==> config.mk <==
export PLATFORM = sky130hd
export DESIGN_NAME = rat_regfile
export DESIGN_NICKNAME = d
export VERILOG_FILES = /design/src/rtl/rat_regfile_pkg.sv /design/src/rtl/rat_regfile_src_lookup.sv /design/src/rtl/rat_regfile.sv
export SDC_FILE = /design/constraint.sdc
export NUM_CORES = 2
export LEC_CHECK = 0
export ABC_CLOCK_PERIOD_IN_PS = 5000
export CAP_MARGIN = 20
export CORE_MARGIN = 5
export CORE_UTILIZATION = 25
export CTS_CLUSTER_DIAMETER = 150
export DETAILED_ROUTE_END_ITERATION = 8
export PLACE_DENSITY = 0.37
export SKIP_LAST_GASP = 1
export SYNTH_ARGS = -nofsm -noshare
export SYNTH_HDL_FRONTEND = slang
export SYNTH_SLANG_ARGS = --single-unit
export TNS_END_PERCENT = 10
==> constraint.sdc <==
create_clock -name clk -period 5 [get_ports clk]
set_input_delay 0.75 -clock clk [delete_from_list [all_inputs] [get_ports clk]]
set_output_delay 0.75 -clock clk [all_outputs]
set_load 0.01 [all_outputs]
==> images/io_placement.png <==
Pins as bars across the die edge, other pins in gray.
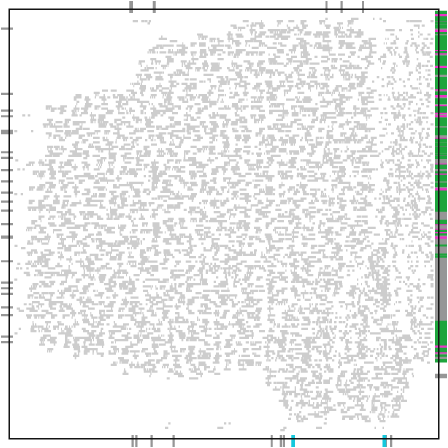
green -> cdb_rd_v  # pins 128, direction input, edge east
magenta -> rob_q1_v  # pins 32, direction input, edge east
cyan -> rename_rd  # pins 5, direction input, edge south
PortBufs: 360
die outline width: 518 um

==> images/wires.png <==
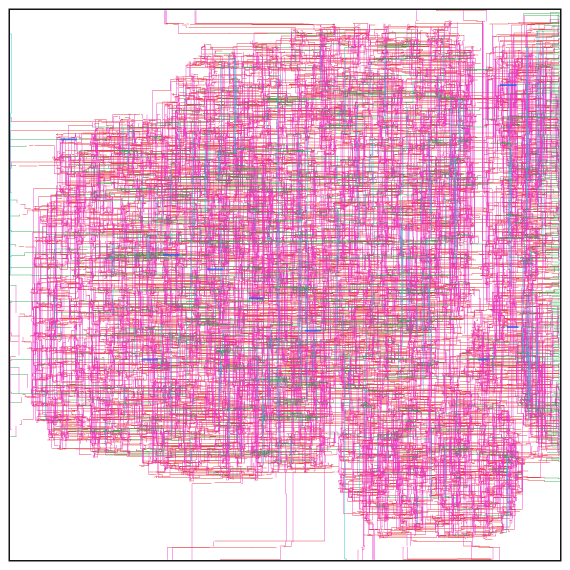
blue -> metal 5  # wire length 112 um
cyan -> metal 4  # wire length 9090 um
green -> metal 3  # wire length 24.7 mm
magenta -> metal 2  # wire length 157 mm
red -> metal 1  # wire length 150 mm
aggregate global-route resource usage: 24.4%
final wirelength: 341000 um

==> images/clk_routes.png <==
Scale bar: 200 um.
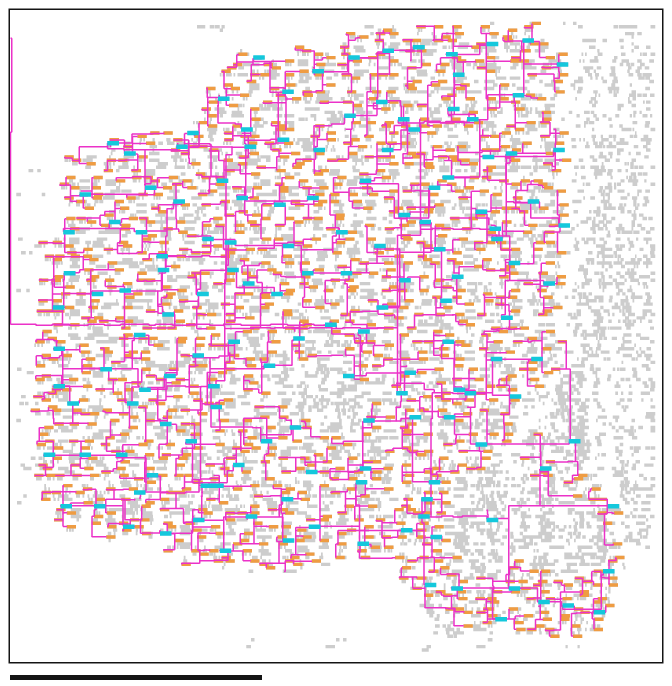
magenta -> clock wires  # length 19800 um
orange -> flip-flops  # count 1184
cyan -> clock drivers  # count 149
flops lie = spread over the die
routed clock nets = 150
power share of the clock group: 46.8%
power in the clock group: 10.9 mW
worst clock skew: 0.0268 ns
clock insertion delay at the later pin of the skew report: 0.80 ns

==> images/placement.png <==
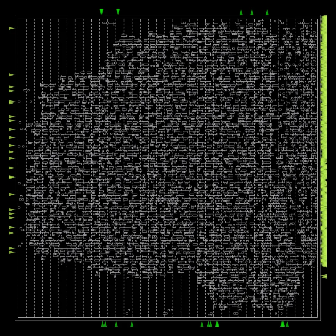
fill cell total of the finished layout: 26600
total number of placement rows: 186
tap cell instance count: 3384

==> run notes <==
Purpose: to document the outcome of synthesis and place and route.

Final layout
In the finished layout, the clock tree contains a buffer count of 229. The proportion of layout cells with a drive suffix above 1 is 21.4%. The total of plain and repair buffers excluding clock buffers is 906. The most common logic cell in the routed design is nand2_1. The layout net count is 7860.

The final layout report lists a non-clock inverter count of 14. Per the cell usage report, the commonest logic cells after layout are 2293 x nand2_1, 1295 x a21oi_1, 1176 x dfxtp_1. The fraction of the core area covered by cells at the end of the flow is a little under a third.

The area used by sequential logic in the layout is 23700 um^2. The register with the most flip-flops in the layout has 1024 of them. Per the layout area report, the combinational fraction of cell area is around half.

Synthesis
Of all cell types, the one taking the most synthesized area is dfxtp_1. The total cell area reported by yosys after synthesis is 64500 um^2. The compound-cell area share of the yosys netlist is roughly 15%. The number of warnings reported in the yosys synthesis log is 0. The most instantiated library cell after synthesis is nand2_1. The fraction of registers with async set/reset is 0%. By count the netlist is led by 2325 x nand2_1, 1311 x a21oi_1, 1184 x dfxtp_1, 630 x mux4_2, 601 x clkbuf_1. Synthesis inferred around 1200 register bits. In this run, the synthesized area fraction spent on xor and xnor cells is recorded as 0.394%. The synthesized netlist occupies a cell area of approximately 64000 um^2.

In the Yosys stats the netlist draws on 71 distinct library cells. Averaged over all synthesized cells, the footprint is around 8.8 um^2. The synth_stat.txt file lists the number of cells as 7288.

The multiplexer share of the synthesized area is 26.4%. The gate count after technology mapping is 7288.

Global routing
Entering global routing, the biggest net connects 162 pins. The met3 usage is 4.14%. The initial antenna violation count is 33. The global-route wire length before repair is between 400000 and 500000 um. The total overflow left after global routing is 0.

Job
The total of max-cap violations is 0.

Routing
In this run, the number of DRC markers left after iteration 0 of detailed routing was 6564. The detailed-route wire length per cell is 30.8 um. Per the detail_route report, vias per standard cell equal 5.41.

Power and ir drop
The power report attributes to the sequential group a share of 40.9%. The power report puts the net switching power at 6.43 mW. The combinational power share is 12.3%. The internal portion of the total power is 16.9 mW. In this run the power density over the cells is 292 nW/um^2. Per report_power, the Combinational row totals 2.86 mW. The leakage power is 26.3 nW.

Clocking
TritonCTS built the clock tree. The post-cts sizing count is 165. The number of buffers added to fix hold violations after cts is 0. The root buffer cell chosen for the clock tree is clkbuf_16. Clock-pin slew was measured on the worst setup and hold paths at 0.06 ns.

Setup path
STA classifies the critical path endpoint as an output pin. Looking at the setup timing report, the critical path kind is input port to output pin. The delay of the slowest cell on the worst path is 0.56 ns. For the worst setup path, the data arrival time is 4.28 ns. The data required time reported for the critical path is around 4.3 ns. STA classifies the critical path startpoint as an input port. The timing report lists the critical path depth as 12 cells. The timing report notes that buffer and inverter cells on the critical path total 7. Broken down by cell family, the worst path's largest delay share belongs to buffers and inverters. The reg-to-reg setup timing slack is ~2.1 ns.

Status
The final reports fail on negative setup slack. The flow ran to the end, but the final reports show violations.

Floorplanning
For this design the top-level I/O count stands at 361. The area enclosed by the die boundary is 268000 um^2. The floorplan step defined a core boundary enclosing 257000 um^2. The effective utilization at floorplan is 25.1%.

STA
After routing, the total negative slack on setup checks comes to -0.0630 ns. After layout, the worst setup slack is -0.0334 ns. Hold timing on the final database bottoms out at a slack of 0.399 ns.

The setup violation total in the final timing report is 3. After layout, the minimum clock period comes to 5.03 ns. Max-slew check failures listed in the final report amount to 0.

Placed design
The pre-CTS setup slack is -0.893 ns. Per the placement report, the placed cell count is 10800. The post-placement cell area is roughly 75000 um^2.

Hold path
The class of the tightest hold or removal check is input port to register.
Power is estimated from default activity; no workload was simulated.
